Design sfx_player, sky130hd; sources not shown.
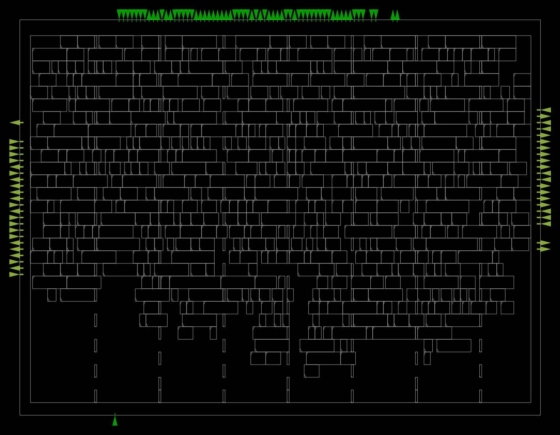
*Cell placement*
Layout fillers: 657
number of well-tap cells placed: 108
core area: 0.00849 mm^2

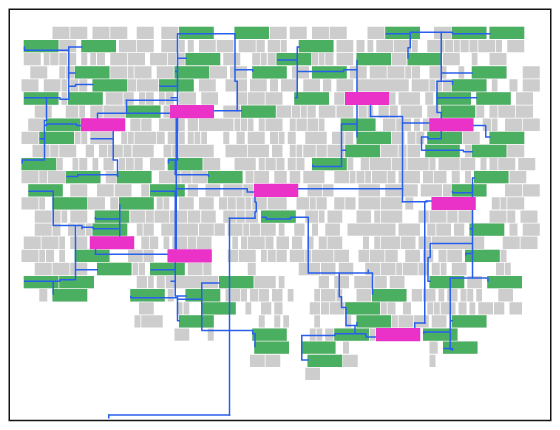
*Clock distribution*
[clock wires] blue | length: 983 um
[clock drivers] magenta | count: 9
[flip-flops] green | count: 78
flops lie: widely spread
routed clock nets: 10
Skew-Pair Late Insertion Delay: 0.34 ns
part of the total power dissipated in the clock network: 0.417
clock network power consumption: 864 uW
final setup skew: 0.00607 ns

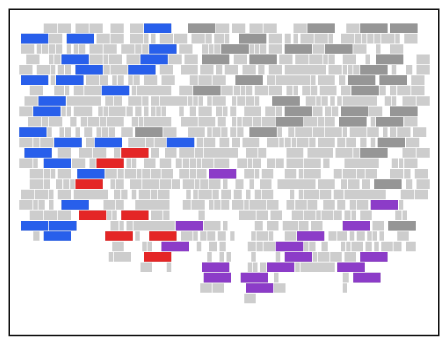
*Sequential cells grouped by signal name*
Other sequential cells in the stronger grey, the rest of the logic in the fainter grey.
[writedata_left] blue | placed flops: 24
[dur_cnt] purple | placed flops: 16
[u_tone.phase] red | placed flops: 8
not coloured: 30
footprint of the flip-flops and latches: 0.00156 mm^2
share of the final layout cell area in sequential cells: 0.278
share of the core filled with cells in the final layout: 0.661
power in sequential cells: 752 uW

==> notes.md <==
## Floorplanning
• **Die Area** 0.00952 mm^2
• **num ports** 107

## Synth
• **count of library flops with an enable pin** 0
• **Cell Type Count** 59
• **Post-Syn Area** 0.00411 mm^2
• **number of nets produced by synthesis** 574
• **ao+oa area frac** 0.159
• **simple logic cell fraction of the synthesized area** 0.236
• **Synthesized registers** 78
• **XOR/XNOR Fraction of Synth Area** 0.0916

## Final layout
• **relative area change from synthesis to final layout** 36.6%
• **Non-clock buffers** 112
• **combinational gate count** 374
• **share of final layout cell area taken by clock buffers and inverters** 0.0619
• **Top Layout Cells** sky130_fd_sc_hd__clkdlybuf4s50_1, sky130_fd_sc_hd__nor2_1, sky130_fd_sc_hd__dfxtp_1, sky130_fd_sc_hd__a21oi_1, sky130_fd_sc_hd__nand2_1
• **cell area after layout** 0.00562 mm^2
• **layout net count** 675
• **share of final-layout standard cells stronger than drive strength 1** 0.0651

## Routing
• **Detailed Route WL** 11,300 um
• **final routed wire length divided by cell count** 16.0 um
• **post-detailed-route via-to-cell ratio** 5.53

## Setup path
• **Crit path largest cell delay** 0.66 ns
• **crit path DRT** 4.67 ns
• **Worst Path Arrival** 3.72 ns
• **buffers plus inverters on the worst setup path** 2
• **CP endpoint kind** flip-flop
• **CP top delay family** AND-OR/OR-AND gates

## Power and ir drop
• **combinational group power** 455 uW
• **internal power consumption** 1490 uW
• **share of power burned in combinational logic** 0.220
• **Cell Pwr Density** 369 mW/mm^2
• **total design power** 2070 uW

## Clock network
• **number of gates resized after CTS** 0
• **deepest level of the CTS H-tree** 3
• **CTS tree** built
• **root cell of the clock tree** sky130_fd_sc_hd__clkbuf_16
• **clock-pin transition on the worst setup and hold timing paths** 0.06 ns
• **hold-fix buffer count after cts** 0
• **clock sink total** 78

## Final timing
• **slew at the pin closest to its max-slew limit** 0.814 ns
• **Finish-stage setup viols** 0
• **max-slew violation total from the final report** 0
• **f_max** 290 MHz

## Placement
• **count of placed standard cells including taps** 691
• **placed instance area** 0.00527 mm^2

## Global route
• **most used routing layer** met2

## Status
• **result of the run** complete, no violations

## Job
• **count of tool warnings** 34

[Yosys cell counts, drive strengths merged, types with 2 or more instances]
cell    count  area share
nor2       81       0.074
dfxtp      78        0.38
a21oi      66       0.080
nand2      28       0.026
xor2       26       0.055
ha         24       0.073
inv        19       0.017
nand3      19       0.023
clkbuf     17       0.016
xnor2      17       0.036
nand2b     13       0.020
nor2b      11       0.017
nand4       9       0.014
o21ai       8       0.011
and3        7       0.011
nor3        7      0.0097
a21o        6       0.011
buf         5      0.0064
mux2i       4      0.0097
o31ai       4      0.0073
or3         4      0.0073
nand3b      3      0.0064
o211ai      3      0.0055
a211o       2      0.0043
and2        2      0.0030
fa          2      0.0097
nor4        2      0.0046
nor4b       2      0.0043
o21a        2      0.0037
o21bai      2      0.0064
o221ai      2      0.0043
o22ai       2      0.0030
Power figures rest on the tool's default switching activity, not on a simulated workload.
